==> config.mk <==
export PLATFORM = sky130hd
export DESIGN_NAME = skid_buffer_fifo
export DESIGN_NICKNAME = d
export VERILOG_FILES = /design/src/rtl/skid_buffer_fifo.sv
export SDC_FILE = /design/constraint.sdc
export NUM_CORES = 1
export LEC_CHECK = 0
export ABC_CLOCK_PERIOD_IN_PS = 8500
export CORE_ASPECT_RATIO = 1.1
export CORE_UTILIZATION = 40
export DETAILED_ROUTE_END_ITERATION = 8
export GPL_ROUTABILITY_DRIVEN = 0
export PLACE_DENSITY = 0.69
export SYNTH_ARGS = -nofsm -noshare
export SYNTH_HDL_FRONTEND = slang
export SYNTH_SLANG_ARGS = --single-unit
==> constraint.sdc <==
create_clock -name clock -period 8.5 [get_ports clock]
set_input_delay 1.7 -clock clock [delete_from_list [all_inputs] [get_ports clock]]
set_output_delay 1.7 -clock clock [all_outputs]
set_load 0.02 [all_outputs]
==> src/rtl/skid_buffer_fifo.sv <==
// DEPTH-entry valid/ready elastic buffer with registered s_ready, m_valid,
// m_data and count, so neither interface sees a combinational path from the other.
module skid_buffer_fifo #(
  parameter int WORD_WIDTH  = 64,
  parameter int DEPTH       = 4,
  parameter int COUNT_WIDTH = 3
) (
  input  logic                   clock,
  input  logic                   clear,
  input  logic                   s_valid,
  output logic                   s_ready,
  input  logic [WORD_WIDTH-1:0]  s_data,
  output logic                   m_valid,
  input  logic                   m_ready,
  output logic [WORD_WIDTH-1:0]  m_data,
  output logic [COUNT_WIDTH-1:0] count
);

  localparam int PTR_W = $clog2(DEPTH);

  localparam logic [PTR_W-1:0]       PTR_ZERO   = PTR_W'(0);
  localparam logic [PTR_W-1:0]       PTR_ONE    = PTR_W'(1);
  localparam logic [PTR_W-1:0]       PTR_LAST   = PTR_W'(DEPTH - 1);
  localparam logic [COUNT_WIDTH-1:0] COUNT_ZERO = COUNT_WIDTH'(0);
  localparam logic [COUNT_WIDTH-1:0] COUNT_ONE  = COUNT_WIDTH'(1);
  localparam logic [COUNT_WIDTH-1:0] COUNT_FULL = COUNT_WIDTH'(DEPTH);
  localparam logic [WORD_WIDTH-1:0]  DATA_ZERO  = WORD_WIDTH'(0);

  // Explicit wrap so DEPTH need not be a power of two.
  function automatic logic [PTR_W-1:0] ptr_inc(input logic [PTR_W-1:0] p);
    if (p == PTR_LAST) begin
      ptr_inc = PTR_ZERO;
    end else begin
      ptr_inc = p + PTR_ONE;
    end
  endfunction

  logic [WORD_WIDTH-1:0]  mem_q [DEPTH];
  logic [PTR_W-1:0]       wr_ptr_q, wr_ptr_d;
  logic [PTR_W-1:0]       rd_ptr_q, rd_ptr_d;
  logic [COUNT_WIDTH-1:0] count_q, count_d;
  logic                   s_ready_q, s_ready_d;
  logic                   m_valid_q, m_valid_d;
  logic [WORD_WIDTH-1:0]  m_data_q, m_data_d;
  logic                   push_s;
  logic                   pop_s;

  assign push_s = s_valid & s_ready_q;
  assign pop_s  = m_valid_q & m_ready;

  // Next-state: pointers, occupancy, flags and the head-of-buffer register.
  always_comb begin
    wr_ptr_d  = wr_ptr_q;
    rd_ptr_d  = rd_ptr_q;
    count_d   = count_q;
    m_data_d  = m_data_q;

    if (push_s) begin
      wr_ptr_d = ptr_inc(wr_ptr_q);
    end else begin
      wr_ptr_d = wr_ptr_q;
    end

    if (pop_s) begin
      rd_ptr_d = ptr_inc(rd_ptr_q);
    end else begin
      rd_ptr_d = rd_ptr_q;
    end

    case ({push_s, pop_s})
      2'b10:   count_d = count_q + COUNT_ONE;
      2'b01:   count_d = count_q - COUNT_ONE;
      default: count_d = count_q;
    endcase

    // The incoming word becomes the head directly when nothing older remains.
    if (push_s && ((count_q == COUNT_ZERO) || (pop_s && (count_q == COUNT_ONE)))) begin
      m_data_d = s_data;
    end else if (pop_s && (count_q > COUNT_ONE)) begin
      m_data_d = mem_q[ptr_inc(rd_ptr_q)];
    end else begin
      m_data_d = m_data_q;
    end

    s_ready_d = (count_d != COUNT_FULL);
    m_valid_d = (count_d != COUNT_ZERO);
  end

  // Control and output registers with synchronous clear.
  always_ff @(posedge clock) begin
    if (clear) begin
      wr_ptr_q  <= PTR_ZERO;
      rd_ptr_q  <= PTR_ZERO;
      count_q   <= COUNT_ZERO;
      s_ready_q <= 1'b1;
      m_valid_q <= 1'b0;
      m_data_q  <= DATA_ZERO;
    end else begin
      wr_ptr_q  <= wr_ptr_d;
      rd_ptr_q  <= rd_ptr_d;
      count_q   <= count_d;
      s_ready_q <= s_ready_d;
      m_valid_q <= m_valid_d;
      m_data_q  <= m_data_d;
    end
  end

  // Storage array; contents need no reset since the pointers define validity.
  always_ff @(posedge clock) begin
    if (push_s && !clear) begin
      mem_q[wr_ptr_q] <= s_data;
    end
  end

  assign s_ready = s_ready_q;
  assign m_valid = m_valid_q;
  assign m_data  = m_data_q;
  assign count   = count_q;

endmodule

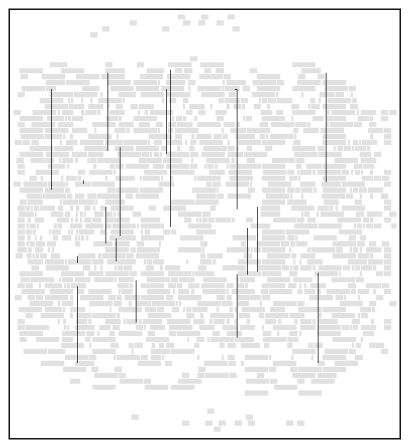
run_1/met4.png
10 nets have wire on it. The wires run mostly vertical. The layer holds 1.8% of the routed length. The longest straight run is 71.4 um.

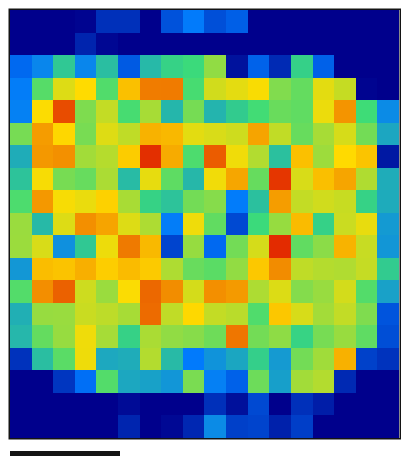
run_1/density.png
Bar = 50 um. 18 x 19 tiles, from dark blue (low) to red (high), 0 to 100% covered.
16% of the tiles are over 75% full. The fullest tile reaches 95%. The mean over all tiles is 45%. 18% of the tiles are nearly empty.

==> changes_impl.md, run 1 <==
### Physical design

* Ys Warns at 0
* Setup WS pre-CTS at 3650 ps
* Max transition margin at 0.258
* HP Class: reg -> reg
* Clk cell area share at 0.0669
* Highest net fanout along the worst path at approximately 65
* Clk_lat worst skew at 500 ps
* Top Layer Used: met5
* Fraction of area in registers at 0.567
* Global-route met3 utilization at 0.0272
* Post-synth mux share at 0.103
* Die Height at slightly below 200 um
* Required @ worst endpoint at about 8800 ps
* Final WL at about 30000 um
* Largest register FFs at between 200 and 300
* Vias in the first global route at 8169
* Clock sinks at approximately 330
* Metal1 wirelength at 13000 um
* Clock Power Share at 0.343
* Via count at around 7900
* Worst path max stage delay at roughly 670 ps
* R2R Path Start: count[1]$_SDFF_PP0_
* DRC viols at 0
* RSZ-0062 raised after global routing: no
* Chip Area, Yosys at 13500 um^2
* Hold buffers post-CTS at 0
* Met1 Use GR at 0.236
* Yosys top cell by area: edfxtp_1
* HPWL Detailed at roughly 16000 um
* Clk slew on worst S/H paths at roughly 60 ps
* Fin Hold WS at 494 ps
* XOR Share, Synth at 0
* Simple Share, Synth at 0.0706
* Seq pwr share at 0.455
* Tapcell Cnt at approximately 430
* CTS tree: yes
* DR WL met2 at ~15000 um
* Multi-input gate count at between 400 and 500
* Die X at around 180 um
* Met2 global-route usage at 0.306
* P_comb at about 0.85 mW
* Worst setup path endpoint: m_data[12]$_SDFFE_PP0P_
* Measured slew at the worst slew-check pin at between 1000 and 1500 ps
* Non-clk buf share at 0.0883
* Post-Syn Nets at between 900 and 1000
* DRT Pass-1 Iters at 5
* Routed len/inst at approximately 21 um
* EDFF count, synth at around 260
* Beginning of the critical path: m_ready
* Routed Antenna Nets at 0
* Non-clock inverter total of the final layout at 9
* Diode count at 0
* Setup TNS at 0 ps
* Pwr top: registers
* CP max stage cell: buf_4
* Hold_sp: rd_ptr_q[0]$_SDFFE_PP0P_
* Drt via density at 5.41
* Deepest clock path buffer count at 3
* Area share of the largest cell type after synthesis at 0.568
* Peak supply drop at roughly 160 uV
* Post-synthesis instance total at about 880
* Number of max-cap violations at 0
* FF-to-FF setup slack at roughly 5000 ps
* OpenROAD warnings at 34
* Setup-failing EPs final at 0
* Cell mode on critical path: buf_4
* Seq share, synth at 0.676
* Combinational share of power at 0.202
* Final Hold Violation Tally at 0
* Final Util at 0.485
* Fin crit share at 0.520
* Buf/Inv on CP at 3
* Largest net degree at the start of global routing at around 71
* Ys async rst share at 0
* WP data arrival at 4750 ps
* CTS root buffer: clkbuf_16
* Pwr Total at ~4.2 mW
* Aoi share at 0.101
* Die area at between 30000 and 40000 um^2
* Int Pwr at 3.04 mW
* Layout cells sized above 1 at 0.148
* Top logic family: multiplexers
* WS Path Type: in -> reg
* Unique cell types at 34
* Synth Cell Area at between 10000 and 15000 um^2
* Post-CTS sizing at 0
* Busiest layer in global routing: met2
* Layout area overhead at 19.3%
* Top cells by area: edfxtp_1, dfxtp_1, a311oi_2, nand2_1, mux2i_1
* Worst setup margin at a little over 4000 ps
* # nets final at 1077
* Final non-filler cell area at between 15000 and 20000 um^2
* Most frequent cell after synthesis: edfxtp_1
* Nonclk buf count at 145
* P_leak at 5.09 nW
* Clk pwr at about 1.4 mW
* Power Density at approximately 260 nW/um^2
* Flop count at approximately 330
* Met3 WL at roughly 1300 um
* FF/Latch Area at 9150 um^2
* DP Cell Count at about 1400
* Seq pwr at between 1.5 and 2 mW
* R2R Path End: m_data[12]$_SDFFE_PP0P_
* H-tree levels at 2
* Initial antenna violation count at 3
* Yosys reg bits at ~330
* Top cells excl fill/tap: edfxtp_1, nand2_1, clkdlybuf4s50_1
* CP top delay family: buffers and inverters
* Initial Util at 0.407
* Levels on crit path at 7
* Status: complete, no violations
* Gate Area at 3920 um^2
* Most flop-heavy register: mem_q
* GRT Util Overall at 0.179
* First-pass GRT wire length at about 47000 um
* Crit path launch type: primary input
* PortBufs at 136
* Comb/total area at 0.243
* Postcts setup bufs at 0
* Total congestion overflow at 0
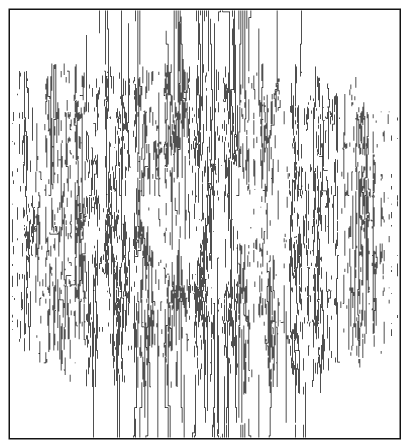
run_1/met2.png
The layer holds 51% of the routed length. The wires run mostly vertical. The longest straight run is 75.0 um. 905 nets have wire on it.

==> run 1 -> run 2 <==
ABC_CLOCK_PERIOD_IN_PS = 4050   (was 8500)
PLACE_DENSITY = 0.72   (was 0.69)
clock period = 4.05 ns   (was 8.5 ns; I/O delays follow)
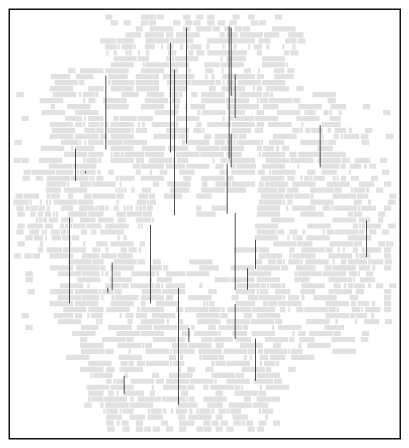
run_2/met4.png
The wires run mostly vertical. The longest straight run is 66.0 um. 13 nets have wire on it. The layer carries 647 um of wire.

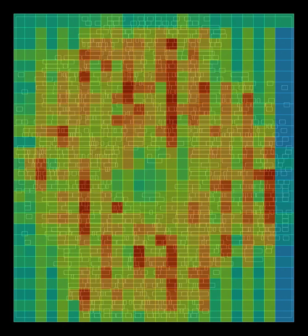
run_2/final_congestion.png
met1 Use GR: 0.239
Final Util: 0.492

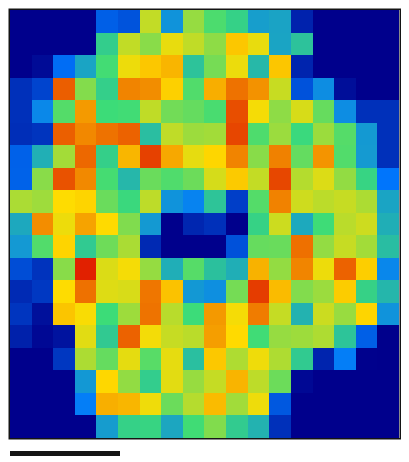
run_2/density.png
Bar = 50 um. 18 x 19 tiles, from dark blue (low) to red (high), 0 to 100% covered.
The mean over all tiles is 46%. 18% of the tiles are over 75% full. The fullest tile reaches 96%. 17% of the tiles are nearly empty.

==> changes_impl.md, run 2 <==
### Physical design

* Clock period minus worst slack at 3000 ps
* Post-synthesis instance total at 884 (unchanged)
* P_leak at 5.21 nW (+2.4%)
* Largest net degree at the start of global routing at 65 (-8.5%)
* Seq pwr at 4.00 mW (+110%)
* XOR Share, Synth at 0 (unchanged)
* Chip Area, Yosys at 13500 um^2 (unchanged)
* PortBufs at 136 (unchanged)
* Busiest layer in global routing: met2
* Post-Place Cell Area at between 15000 and 20000 um^2
* Largest register FFs at 256 (unchanged)
* Flop count at 329 (unchanged)
* Metal1 wirelength at 13200 um (+1.4%)
* Adder-cell share of the synthesized area at 0.0111
* R2R Path Start: rd_ptr_q[0]$_SDFFE_PP0P_
* Seq share, synth at 0.676 (unchanged)
* Final non-filler cell area at 16400 um^2 (+1.5%)
* Setup-failing EPs final at 0 (unchanged)
* Clock Power Share at 0.351 (+0.008)
* Top cells by area: edfxtp_1, dfxtp_1, a311oi_2, nand2_1, mux2i_1
* Levels on crit path at 6 (-1)
* Net Switching at roughly 2.4 mW
* Fin Hold WS at 507 ps (+12.9 ps)
* H-tree levels at 2 (unchanged)
* HPWL Detailed at 17300 um (+7.2%)
* Most flop-heavy register: mem_q
* Met2 global-route usage at 0.291 (-0.0158)
* Die Height at 195 um (unchanged)
* Non-clk buf share at 0.0979 (+0.00955)
* Fmax achieved at roughly 330 MHz
* WP data arrival at 3350 ps (-1400 ps)
* DR WL met2 at 14700 um (-4.8%)
* Worst setup margin at 1050 ps (-3030 ps)
* Vias in the first global route at 8259 (+1.1%)
* R2R Path End: m_data[23]$_SDFFE_PP0P_
* Peak supply drop at 289 uV (+77%)
* Pwr top: registers
* Die area at 34600 um^2 (unchanged)
* Tapcell Cnt at 432 (unchanged)
* Fraction of area in registers at 0.558 (-0.00830)
* CP top delay family: simple AND/OR/NAND/NOR gates
* GRT Util Overall at 0.179 (-0.000548)
* Unique cell types at 34 (unchanged)
* Crit path launch type: flip-flop
* CTS root buffer: clkbuf_16
* CTS tree: yes
* Drt via density at 5.41 (about the same)
* Top logic family: multiplexers
* DRT Pass-1 Iters at 5 (unchanged)
* Power Density at 547 nW/um^2 (+110%)
* Multi-input gate count at 478 (unchanged)
* Leading cell kind: registers
* Worst path max stage delay at 850 ps (+180 ps)
* Final WL at 30700 um (+1.0%)
* Beginning of the critical path: rd_ptr_q[0]$_SDFFE_PP0P_
* Initial Util at 0.407 (unchanged)
* FF/Latch Area at 9150 um^2 (unchanged)
* FF-to-FF setup slack at 1050 ps (-3950 ps)
* Most frequent cell after synthesis: edfxtp_1
* Fin crit share at 0.740
* Worst setup path endpoint: m_data[23]$_SDFFE_PP0P_
* Clk cell area share at 0.0697 (+0.00284)
* Routed len/inst at 20.9 um (+0.14%)
* Clk_lat worst skew at 510 ps (about the same)
* Layout cells sized above 1 at 0.162 (+0.0146)
* Global-route met3 utilization at 0.0405 (+0.0133)
* Via count at 7939 (+0.90%)
* Gate Area at 3920 um^2 (unchanged)
* Combinational share of power at 0.202 (about the same)
* Comb/total area at 0.239 (-0.00355)
* Deepest clock path buffer count at 3 (unchanged)
* Layout area overhead at 21.1%
* Sw frac at 0.270
* WS Path Type: reg -> reg
* Total congestion overflow at 0 (unchanged)
* Yosys reg bits at 329 (unchanged)
* Pwr Total at 8.96 mW (+110%)
* Synth Cell Area at 13500 um^2 (unchanged)
* Non-Filler Instances at approximately 1500
* Post-synth mux share at 0.103 (unchanged)
* Ys async rst share at 0 (unchanged)
* Final Hold Violation Tally at 0 (unchanged)
* Aoi share at 0.101 (unchanged)
* Buf/Inv on CP at 1 (-2)
* Hold buffers post-CTS at 0 (unchanged)
* Max transition margin at 0.232 (-0.0261)
* Most used flip-flop cell: edfxtp_1
* DRC viols at 0 (unchanged)
* CLK BUF at around 53
* # nets final at 1090 (+1.2%)
* Simple Share, Synth at 0.0706 (unchanged)
* First-pass GRT wire length at 47200 um (+0.22%)
* Worst Reg2Reg Path Length in Cells at 6
* Clk pwr at 3.15 mW (+120%)
* HP Class: reg -> reg
* Diode count at 0 (unchanged)
* OpenROAD warnings at 34 (unchanged)
* Number of max-cap violations at 0 (unchanged)
* EDFF count, synth at 256 (unchanged)
* Die X at 177 um (unchanged)
* Top cells excl fill/tap: edfxtp_1, nand2_1, clkdlybuf4s50_1
* DP Cell Count at 1405 (+0.86%)
* IO Pins at ~140
* Highest net fanout along the worst path at 33 (-49%)
* Status: complete, no violations
* Postcts setup bufs at 0 (unchanged)
* Initial antenna violation count at 2 (-1)
* Post-Syn Nets at 964 (unchanged)
* Routed Antenna Nets at 0 (unchanged)
* Non-clock inverter total of the final layout at 9 (unchanged)
* Clk slew on worst S/H paths at 60 ps (about the same)
* Int Pwr at 6.54 mW (+120%)
* Measured slew at the worst slew-check pin at 1150 ps (+36.4 ps)
* Area share of the largest cell type after synthesis at 0.568 (unchanged)
* Post-CTS sizing at 0 (unchanged)
* Nonclk buf count at 157 (+8.3%)
* Met3 WL at 2130 um (+58%)
* Clock sinks at 329 (unchanged)
* Top Layer Used: met5
* Required @ worst endpoint at 4400 ps (-4430 ps)
* Setup WS pre-CTS at 997 ps (-2660 ps)
* CP max stage cell: nor2_4
* Setup TNS at 0 ps (unchanged)
* P_comb at 1.81 mW (+110%)
* Ys Warns at 0 (unchanged)
* Hold_sp: wr_ptr_q[1]$_SDFFE_PP0P_
* Yosys top cell by area: edfxtp_1
* Seq pwr share at 0.447 (-0.008)
* RSZ-0062 raised after global routing: no
* Synth cell count leaders: edfxtp_1, nand2_1, dfxtp_1
Power and IR drop assume default switching activity.
